Figure 1. Clock routing (run 1).
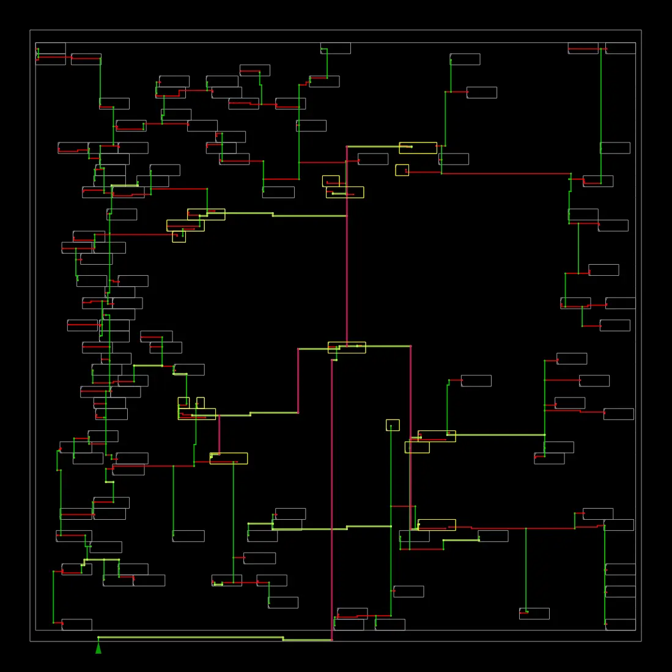
Figure 2. Clock distribution (run 1).
Bar = 50 um.
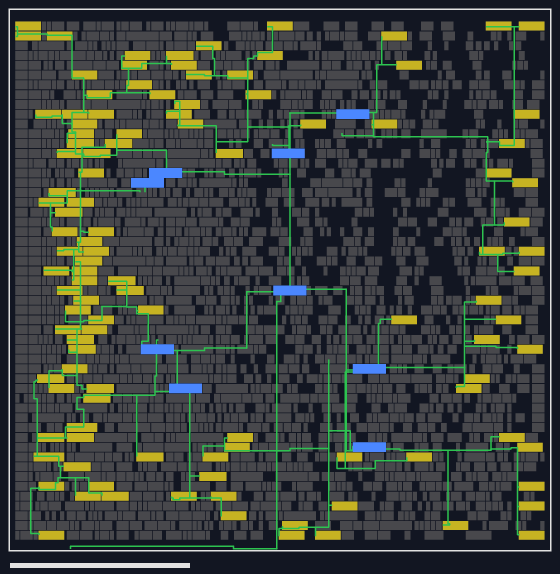
Figure 3. Metal layers overlaid (run 1).
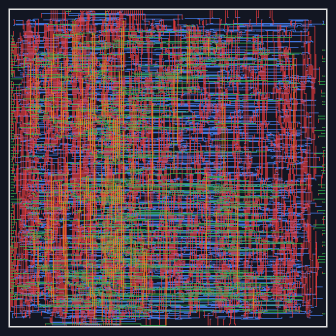
Figure 4. Port wiring (run 1).
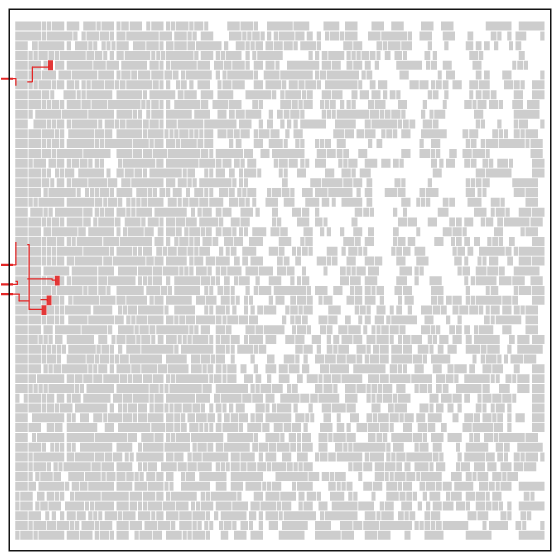
==> config.mk <==
export PLATFORM = sky130hd
export DESIGN_NAME = alu_arbiter
export DESIGN_NICKNAME = d
export VERILOG_FILES = /design/src/rtl/alu_arb_pkg.sv /design/src/rtl/alu_arbiter_alu.sv /design/src/rtl/alu_arbiter.sv
export SDC_FILE = /design/constraint.sdc
export NUM_CORES = 1
export LEC_CHECK = 0
export ABC_AREA = 1
export CAP_MARGIN = 25
export CORE_UTILIZATION = 48
export DETAILED_ROUTE_END_ITERATION = 10
export PLACE_DENSITY = 0.79
export SLEW_MARGIN = 20
export SYNTH_ARGS = -nofsm -noshare
export SYNTH_HDL_FRONTEND = slang
export SYNTH_SLANG_ARGS = --single-unit
==> constraint.sdc <==
create_clock -name clk_i -period 2.2 [get_ports clk_i]
set_input_delay 0.22 -clock clk_i [delete_from_list [all_inputs] [get_ports clk_i]]
set_output_delay 0.22 -clock clk_i [all_outputs]
set_load 0.03 [all_outputs]
==> results.env, run 1 <==
STATUS='complete, but fails checks'
FAILED_CHECKS='setup timing'
CP.BUFFERS_INVERTERS=3
SETUP_VIOL_COUNT_FINAL=27
NUMCTSBUFFERS=9
CP_DATA_REQUIRED_TIME_NS=2.50
SYNTH-EDFF-COUNT=0
PG_COMB_W=0.00505
GRTUSAGEMET1_PCT=58.8
SYNTH.CELL_AREA_UM2=10500
HOLD_BUFFERS=0
SYNTH.TOP_CELLS.BY_AREA='sky130_fd_sc_hd__dfxtp_1, sky130_fd_sc_hd__nand2_1, sky130_fd_sc_hd__ha_1'
TIMING.CRITICAL_PATH.FROM_TYPE='flip-flop'
POST-ROUTE-WORST-SETUP-SLACK_NS=-0.410
CRIT_FAMILY='simple AND/OR/NAND/NOR gates'
WIRE_LENGTH_OF_THE_FIRST_GLOBAL_ROUTING_PASS_UM=72600
SYNTH_FLOPS=112
DRC=0
YOSYS_MOST_USED_DFF='sky130_fd_sc_hd__dfxtp_1'
POST_SYNTH_INST_COUNT=1670
REPORT.FINAL.SLEW_VIOL_COUNT=0
CRITPATHSLOWESTCELL='sky130_fd_sc_hd__dfxtp_1'
About Figure 1:
number of clock buffers in the layout: 9
Layout Skew: 0.0149 ns
insertion delay to the later sink of the worst-skew pair: 0.38 ns
clock network power: 0.00178 W
FF+latch count: 112

About Figure 2:
[blue] clock drivers | count: 9
[yellow] flip-flops | count: 112
[green] clock wires | length: 1790 um
routed clock nets: 10
flops lie: spread over the die
Clk pwr share: 19.6%

About Figure 3:
[blue] metal 1 | wire length: 20.7 mm
[green] metal 3 | wire length: 7160 um
[red] metal 2 | wire length: 23.0 mm
[orange] metal 4 | wire length: 2550 um
via count: 14800
Total GRT Usage: 42.6%

About Figure 4:
[red] req1_ctrl | bits: 4 | direction: input | edge: left | end cells: 4 | buffers: 4 | wire: 63.3 um
Port-buffer cells: 218
total I/O pin count: 225

==> run 1 -> run 2 <==
--- a/config.mk
+++ b/config.mk
@@ -5,7 +5,6 @@
 export SDC_FILE = /design/constraint.sdc
 export NUM_CORES = 1
 export LEC_CHECK = 0
-export ABC_AREA = 1
 export CAP_MARGIN = 25
 export CORE_UTILIZATION = 48
 export DETAILED_ROUTE_END_ITERATION = 10
==> results.env, run 2 <==
STATUS='complete, but fails checks'
DRC=0
FAILED_CHECKS='setup timing'
MOSTFREQUENTLAYOUTCELL='sky130_fd_sc_hd__buf_4'
GRTUSAGEMET1_PCT=54.0
NUMCTSBUFFERS=9
SYNTH.TOP_CELLS.BY_AREA='sky130_fd_sc_hd__dfxtp_1, sky130_fd_sc_hd__ha_1, sky130_fd_sc_hd__mux2i_1'
CP_DATA_REQUIRED_TIME_NS=2.46
NUM-CLOCK-BUFFERS=9
SYNTH-SIMPLE-AREA-SHARE_PCT=16.1
PORT_BUFFER_CELLS=218
REPORT.FINAL.SLEW_VIOL_COUNT=0
HOLD_BUFFERS=0
FLOP-COUNT=112
TOP_LEVEL_PORTS=225
TRACK_USAGE_PCT=38.3
ROOT_BUFFER='sky130_fd_sc_hd__clkbuf_16'
CP.BUFFERS_INVERTERS=1
TIMING.HOLD.WORST_PATH_DEPTH=3
SYNTH-EDFF-COUNT=0
COMB_POWER_SHARE_PCT=59.9
CRITPATHSLOWESTCELL='sky130_fd_sc_hd__or4_4'
PG_COMB_W=0.00605
TIMING.CRITICAL_PATH.FROM_TYPE='flip-flop'
POST_SYNTH_INST_COUNT=1409
SETUP_VIOL_COUNT_FINAL=28
YOSYS_MOST_USED_DFF='sky130_fd_sc_hd__dfxtp_1'
CLOCK_TREE.HTREE_LEVEL_COUNT=3
POST-ROUTE-WORST-SETUP-SLACK_NS=-0.713
WIRE_LENGTH_OF_THE_FIRST_GLOBAL_ROUTING_PASS_UM=65600
Figure 5. Clock distribution (run 2).
Bar = 50 um.
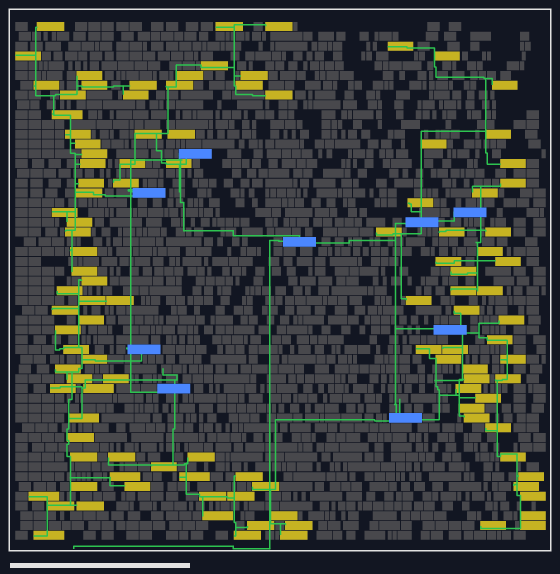
[blue] clock drivers | count: 9
[green] clock wires | length: 1590 um
[yellow] flip-flops | count: 112
routed clock nets: 10
flops lie: spread over the die
clock network power: 0.00169 W
Layout Skew: 0.0130 ns
Clk pwr share: 16.7%
insertion delay to the later sink of the worst-skew pair: 0.37 ns

Figure 6. Port wiring (run 2).
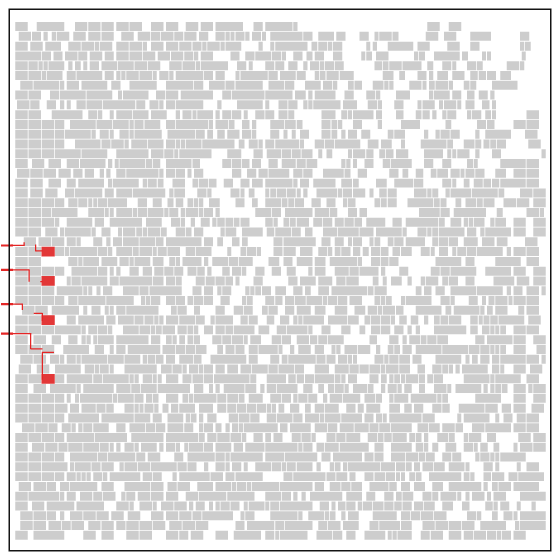
[red] req1_ctrl | bits: 4 | direction: input | edge: left | end cells: 4 | buffers: 4 | wire: 48.7 um

No activity file was given, so power comes from the tool's default toggle rates.
